`src/rtl/id_exe_stage_reg.sv`:
```
// ID/EXE pipeline register: captures decoded instruction fields for the execute stage,
// with flush (bubble) over freeze (hold) priority and saturating stall/bubble counters.
module id_exe_stage_reg #(
    parameter int unsigned ADDRESS_LEN         = 32,
    parameter int unsigned REGISTER_LEN        = 32,
    parameter int unsigned EXECUTE_COMMAND_LEN = 4,
    parameter int unsigned SHIFT_OPERAND_LEN   = 12,
    parameter int unsigned REGFILE_ADDRESS_LEN = 4,
    parameter int unsigned CNT_LEN             = 16
) (
    input  logic                           clk,
    input  logic                           rst,
    input  logic                           flush,
    input  logic                           freeze,
    input  logic                           valid_in,
    input  logic [ADDRESS_LEN-1:0]         PC_in,
    input  logic                           mem_read_in,
    input  logic                           mem_write_in,
    input  logic                           wb_enable_in,
    input  logic                           branch_taken_in,
    input  logic                           status_write_enable_in,
    input  logic [EXECUTE_COMMAND_LEN-1:0] execute_command_in,
    input  logic [REGISTER_LEN-1:0]        reg_val1_in,
    input  logic [REGISTER_LEN-1:0]        reg_val2_in,
    input  logic                           immediate_in,
    input  logic [23:0]                    signed_immediate_in,
    input  logic [SHIFT_OPERAND_LEN-1:0]   shift_operand_in,
    input  logic [REGFILE_ADDRESS_LEN-1:0] dest_reg_in,
    input  logic [REGFILE_ADDRESS_LEN-1:0] src1_in,
    input  logic [REGFILE_ADDRESS_LEN-1:0] src2_in,
    input  logic [3:0]                     status_in,
    output logic                           valid_out,
    output logic [ADDRESS_LEN-1:0]         PC_out,
    output logic                           mem_read_out,
    output logic                           mem_write_out,
    output logic                           wb_enable_out,
    output logic                           branch_taken_out,
    output logic                           status_write_enable_out,
    output logic [EXECUTE_COMMAND_LEN-1:0] execute_command_out,
    output logic [REGISTER_LEN-1:0]        reg_val1_out,
    output logic [REGISTER_LEN-1:0]        reg_val2_out,
    output logic                           immediate_out,
    output logic [23:0]                    signed_immediate_out,
    output logic [SHIFT_OPERAND_LEN-1:0]   shift_operand_out,
    output logic [REGFILE_ADDRESS_LEN-1:0] dest_reg_out,
    output logic [REGFILE_ADDRESS_LEN-1:0] src1_out,
    output logic [REGFILE_ADDRESS_LEN-1:0] src2_out,
    output logic [3:0]                     status_out,
    output logic [CNT_LEN-1:0]             stall_count,
    output logic [CNT_LEN-1:0]             bubble_count
);

    typedef struct packed {
        logic                           valid;
        logic [ADDRESS_LEN-1:0]         pc;
        logic                           mem_read;
        logic                           mem_write;
        logic                           wb_enable;
        logic                           branch_taken;
        logic                           status_we;
        logic [EXECUTE_COMMAND_LEN-1:0] exe_cmd;
        logic [REGISTER_LEN-1:0]        reg_val1;
        logic [REGISTER_LEN-1:0]        reg_val2;
        logic                           imm;
        logic [23:0]                    signed_imm;
        logic [SHIFT_OPERAND_LEN-1:0]   shift_operand;
        logic [REGFILE_ADDRESS_LEN-1:0] dest_reg;
        logic [REGFILE_ADDRESS_LEN-1:0] src1;
        logic [REGFILE_ADDRESS_LEN-1:0] src2;
        logic [3:0]                     status;
    } stage_t;

    stage_t stage_in, stage_d, stage_q;
    logic [CNT_LEN-1:0] stall_d, stall_q, bubble_d, bubble_q;
    logic stall_inc, bubble_inc;

    assign stage_in = '{
        valid:         valid_in,
        pc:            PC_in,
        mem_read:      mem_read_in,
        mem_write:     mem_write_in,
        wb_enable:     wb_enable_in,
        branch_taken:  branch_taken_in,
        status_we:     status_write_enable_in,
        exe_cmd:       execute_command_in,
        reg_val1:      reg_val1_in,
        reg_val2:      reg_val2_in,
        imm:           immediate_in,
        signed_imm:    signed_immediate_in,
        shift_operand: shift_operand_in,
        dest_reg:      dest_reg_in,
        src1:          src1_in,
        src2:          src2_in,
        status:        status_in
    };

    // Flush beats freeze so a taken branch kills a stalled younger instruction.
    always_comb begin
        stage_d    = stage_q;
        stall_inc  = 1'b0;
        bubble_inc = 1'b0;
        if (flush) begin
            stage_d    = '0;
            bubble_inc = 1'b1;
        end else if (freeze) begin
            stall_inc = 1'b1;
        end else begin
            stage_d    = stage_in;
            bubble_inc = ~valid_in;
        end
        stall_d  = (stall_inc && !(&stall_q)) ? stall_q + 1'b1 : stall_q;
        bubble_d = (bubble_inc && !(&bubble_q)) ? bubble_q + 1'b1 : bubble_q;
    end

    always_ff @(posedge clk) begin
        if (rst) begin
            stage_q  <= '0;
            stall_q  <= '0;
            bubble_q <= '0;
        end else begin
            stage_q  <= stage_d;
            stall_q  <= stall_d;
            bubble_q <= bubble_d;
        end
    end

    assign valid_out               = stage_q.valid;
    assign PC_out                  = stage_q.pc;
    assign mem_read_out            = stage_q.mem_read;
    assign mem_write_out           = stage_q.mem_write;
    assign wb_enable_out           = stage_q.wb_enable;
    assign branch_taken_out        = stage_q.branch_taken;
    assign status_write_enable_out = stage_q.status_we;
    assign execute_command_out     = stage_q.exe_cmd;
    assign reg_val1_out            = stage_q.reg_val1;
    assign reg_val2_out            = stage_q.reg_val2;
    assign immediate_out           = stage_q.imm;
    assign signed_immediate_out    = stage_q.signed_imm;
    assign shift_operand_out       = stage_q.shift_operand;
    assign dest_reg_out            = stage_q.dest_reg;
    assign src1_out                = stage_q.src1;
    assign src2_out                = stage_q.src2;
    assign status_out              = stage_q.status;
    assign stall_count             = stall_q;
    assign bubble_count            = bubble_q;

endmodule

```
`config.mk`:
```
export PLATFORM = sky130hd
export DESIGN_NAME = id_exe_stage_reg
export DESIGN_NICKNAME = d
export VERILOG_FILES = /design/src/rtl/id_exe_stage_reg.sv
export SDC_FILE = /design/constraint.sdc
export NUM_CORES = 1
export LEC_CHECK = 0
export CAP_MARGIN = 20
export CORE_AREA = 2 2 139 141
export CTS_BUF_LIST = sky130_fd_sc_hd__clkbuf_16
export DETAILED_ROUTE_END_ITERATION = 12
export DIE_AREA = 0 0 141 143
export PLACE_DENSITY = 0.77
export SLEW_MARGIN = 20
export SYNTH_ARGS = -nofsm -noshare
export SYNTH_HDL_FRONTEND = slang
export SYNTH_SLANG_ARGS = --single-unit
```
`constraint.sdc`:
```
create_clock -name clk -period 4.28 [get_ports clk]
set_input_delay 0.428 -clock clk [delete_from_list [all_inputs] [get_ports clk]]
set_output_delay 0.428 -clock clk [all_outputs]
set_load 0.01 [all_outputs]
```
==> results.json, run 1 <==
{
  "status": "finished clean",
  "tally_of_buffers_added_on_design_ports": 353,
  "cts_sinks": 191,
  "critical-path-max-stage-delay_ns": 0.69,
  "cp_cell_sequence": "clkdlybuf4s50_1, nand2b_1, or4_1, or4_1, a21oi_1",
  "synth.cell_area_um2": 7191,
  "layout.area.top_class": "flip-flops and latches",
  "post-cts-setup-buffers": 0,
  "rows": 50,
  "synth-adder-area-share_pct": 0.3480,
  "grt_antenna_before_repair": 0,
  "fmax_ghz": 0.4603,
  "vias": 6330,
  "synthesized_chip_area_reported_by_yosys_um2": 7191,
  "crit_family": "simple AND/OR/NAND/NOR gates",
  "proportion_of_cell_area_occupied_by_multi_input_gates_pct": 27.65,
  "setup_viol": 0,
  "cp_max_fo": 9,
  "postPlaceCellArea_um2": 10910,
  "path_class": "in2reg",
  "max_slew.worst_pin.slew_ns": 0.9560,
  "dieArea_um2": 20160,
  "cts.clk_slew.worst_paths_ns": 0.07,
  "synth.yosys.warnings": 0,
  "tritoncts": "yes",
  "finalWorstPathRequiredPeriod_ns": 2.172,
  "area_share_nonclk_buffers_pct": 31.34,
  "met3_use_gr_pct": 8.149,
  "post_layout_nonfiller_instances": 1293,
  "cts_root_buf": "clkbuf_16",
  "grt_most_used_layer": "met2",
  "comb.multi_input.count": 474,
  "post_synthesis_simple_gate_area_fraction_pct": 15.97,
  "drt-vias-per-instance": 4.896,
  "drive_gt1_share_pct": 3.683,
  "worstHoldStart": "PC_out[6]$_SDFFE_PP0N_",
  "final.setup.tns_ns": 0,
  "hold-worst-slack_ns": 0.4950,
  "r2r.worst_path.cells": 4
}
-- run 1: synthesized netlist by cell type, drive strengths merged, types with 2 or more instances --
master,count
buf,12
nand3,8
nor3,4
nor4,7
clkbuf,32
a311oi,3
nor2,168
o31a,2
ha,2
dfxtp,191
o31ai,10
and3,3
or4,10
inv,4
mux2,5
and4,5
or2,2
nand2,14
or3,8
o21ai,8
nand4,10
nand2b,2
a21oi,23
and2,2
nor2b,8
mux2i,160
-- run 1: where the power goes --
group	internal (µW)	leakage (µW)	switching, µW
clock	822	0.000275	740
sequential	1830	0.00155	28.9
combinational	299	0.00270	184
total	2950	0.00453	953
-- run 1: worst min-delay path: stages, from the launching register on --
cell and delay, ns:
dfxtp_1 0.33, mux2i_1 0.07, nor2_1 0.07
run_1/drive_strength.png
Drawn at 2 px/µm.
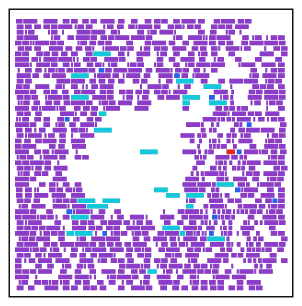
legend:
  drive 1 or less:
    color: purple
    cells: 1020
    share: 96%
  drive 3 to 4:
    color: blue
    cells: 12
    share: 1.1%
  drive 6 and up:
    color: cyan
    cells: 26
    share: 2.5%
  drive 2:
    color: red
    cells: 1
    share: 0.094%

run_1/met3.png
Drawn at 3 px/µm.
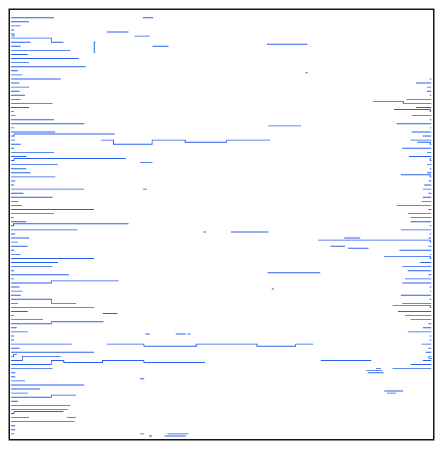
nets with wire on the layer: 196
share of all routed wire: 8.6%
wire length on this layer: 1770 µm
longest straight run: 38.2 µm
main direction: horizontal

run_1/cell_classes.png
Drawn at 2 px/µm. Fill, decap, tap and diode cells in gray.
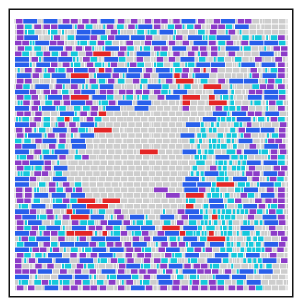
legend:
  other buffers and delay cells:
    color: purple
    cells: 358
    share_of_their_area: 32%
  clock drivers and dummy loads:
    color: red
    cells: 32
    share_of_their_area: 5.2%
  flops:
    color: blue
    cells: 191
    share_of_their_area: 34%
  all other logic:
    color: cyan
    cells: 478
    share_of_their_area: 29%
Finished Cell Area: 11490 µm²
CORE AREA: 18580 µm²
final design utilization: 61.82%

run_1/gate_families.png
Drawn at 2 px/µm.
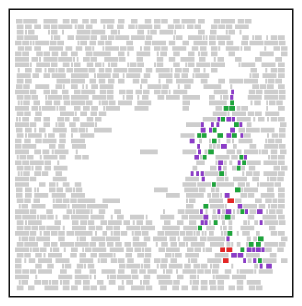
legend:
  inverting AOI/OAI gates:
    color: purple
    cells: 49
    most_used: a21oi_1
  AND and OR gates:
    color: green
    cells: 30
    most_used: or4_1
  AND-OR and OR-AND gates:
    color: red
    cells: 4
    most_used: o31a_1
    where: bottom right

run_1/final_congestion.png
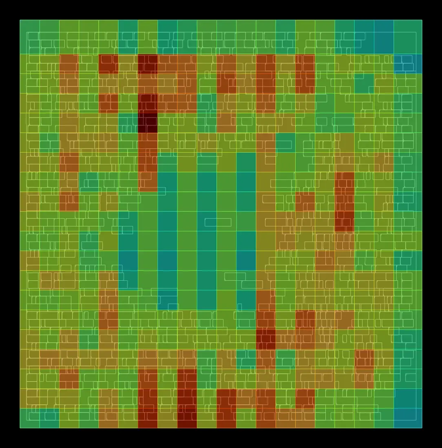

--- run 2 (diff from run 1) ---
--- a/config.mk
+++ b/config.mk
@@ -6,10 +6,10 @@
 export NUM_CORES = 1
 export LEC_CHECK = 0
 export CAP_MARGIN = 20
-export CORE_AREA = 2 2 139 141
+export CORE_MARGIN = 1.5
+export CORE_UTILIZATION = 37
 export CTS_BUF_LIST = sky130_fd_sc_hd__clkbuf_16
 export DETAILED_ROUTE_END_ITERATION = 12
-export DIE_AREA = 0 0 141 143
 export PLACE_DENSITY = 0.77
 export SLEW_MARGIN = 20
 export SYNTH_ARGS = -nofsm -noshare
==> constraint.sdc (replaced) <==
create_clock -name clk -period 1.8 [get_ports clk]
set_input_delay 0.18 -clock clk [delete_from_list [all_inputs] [get_ports clk]]
set_output_delay 0.18 -clock clk [all_outputs]
set_load 0.01 [all_outputs]
run_2/final_congestion.png
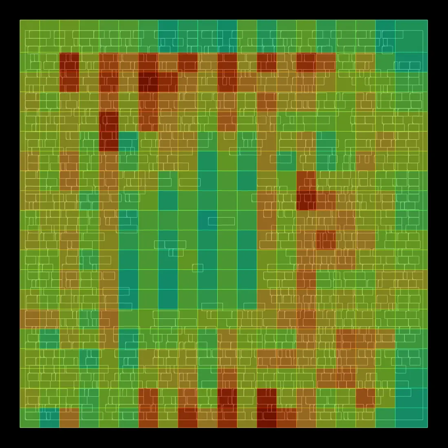
GR Util met1: 23.21%
wire length per cell: 15.89 µm
GRT Overall Usage: 20.70%

run_2/cell_classes.png
Drawn at 3 px/µm. Fill, decap, tap and diode cells in gray.
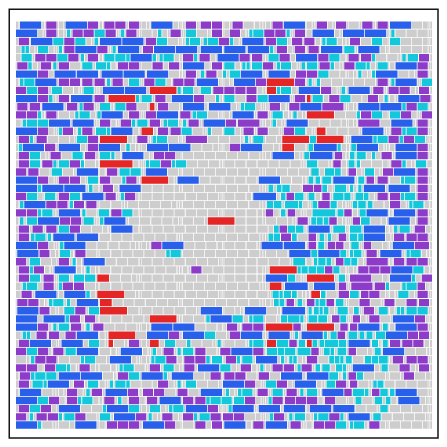
legend:
  flops:
    color: blue
    cells: 191
    share_of_their_area: 33%
  all other logic:
    color: cyan
    cells: 478
    share_of_their_area: 28%
  other buffers and delay cells:
    color: purple
    cells: 401
    share_of_their_area: 34%
  clock drivers and dummy loads:
    color: red
    cells: 32
    share_of_their_area: 4.9%

==> results.json, run 2 <==
{
  "status": "finished clean",
  "layout.area.top_class": "non-clock buffers",
  "tritoncts": "yes",
  "post-cts-setup-buffers": 0,
  "met3_use_gr_pct": 7.470,
  "cp_max_fo": 8,
  "cts_sinks": 191,
  "drt-vias-per-instance": 4.806,
  "fmax_ghz": 0.5820,
  "synthesized_chip_area_reported_by_yosys_um2": 7191,
  "seq_power_share_pct": 47.2,
  "dieArea_um2": 20280,
  "core_um2": 18890,
  "switching_share_pct": 24.54,
  "most_common_cell": "dfxtp_1",
  "finalWorstPathRequiredPeriod_ns": 1.718,
  "area_share_nonclk_buffers_pct": 33.39,
  "synth.yosys.warnings": 0,
  "hold-worst-slack_ns": 0.2530,
  "final.setup.tns_ns": 0,
  "grt_antenna_before_repair": 1,
  "clockPowerShare_pct": 40.0,
  "setup_viol": 0,
  "cts_root_buf": "clkbuf_16",
  "comb.multi_input.count": 474,
  "vias": 6556,
  "tally_of_buffers_added_on_design_ports": 353,
  "finished_cell_area_um2": 11950,
  "rows": 50,
  "worstHoldStart": "freeze",
  "r2r.worst_path.cells": 7,
  "synth.cell_area_um2": 7191,
  "drive_gt1_share_pct": 8.348,
  "power.combinational.fraction_pct": 12.8,
  "synth-adder-area-share_pct": 0.3480,
  "cts.clk_slew.worst_paths_ns": 0.07,
  "cellInternalPower_uw": 7061
}
## run 2: power groups by stage
stage / Combinational (µW) / Sequential, µW / Clock (µW)
3_5_place_dp: 1200 / 4510 / 0
3_3_place_gp: 1190 / 4500 / 0
2_1_floorplan: 412 / 4570 / 0
6_report: 1200 / 4410 / 3740
5_1_grt: 1280 / 4430 / 4020
4_1_cts: 1210 / 4410 / 3840
## run 2: worst max-delay path, cell delays in order, from the launching register on
cell and delay [ns]:
dfxtp_1 0.32, buf_4 0.13, ha_1 0.23, nand3_2 0.12, nor4_4 0.06, buf_4 0.16, or4_4 0.51, a21oi_2 0.13
## run 2: repair_timing
item	CTS	global route
endpoints found under the setup margin	0	13
gates resized	0	9
hold endpoints to repair	0	0
Power is estimated from default activity; no workload was simulated.
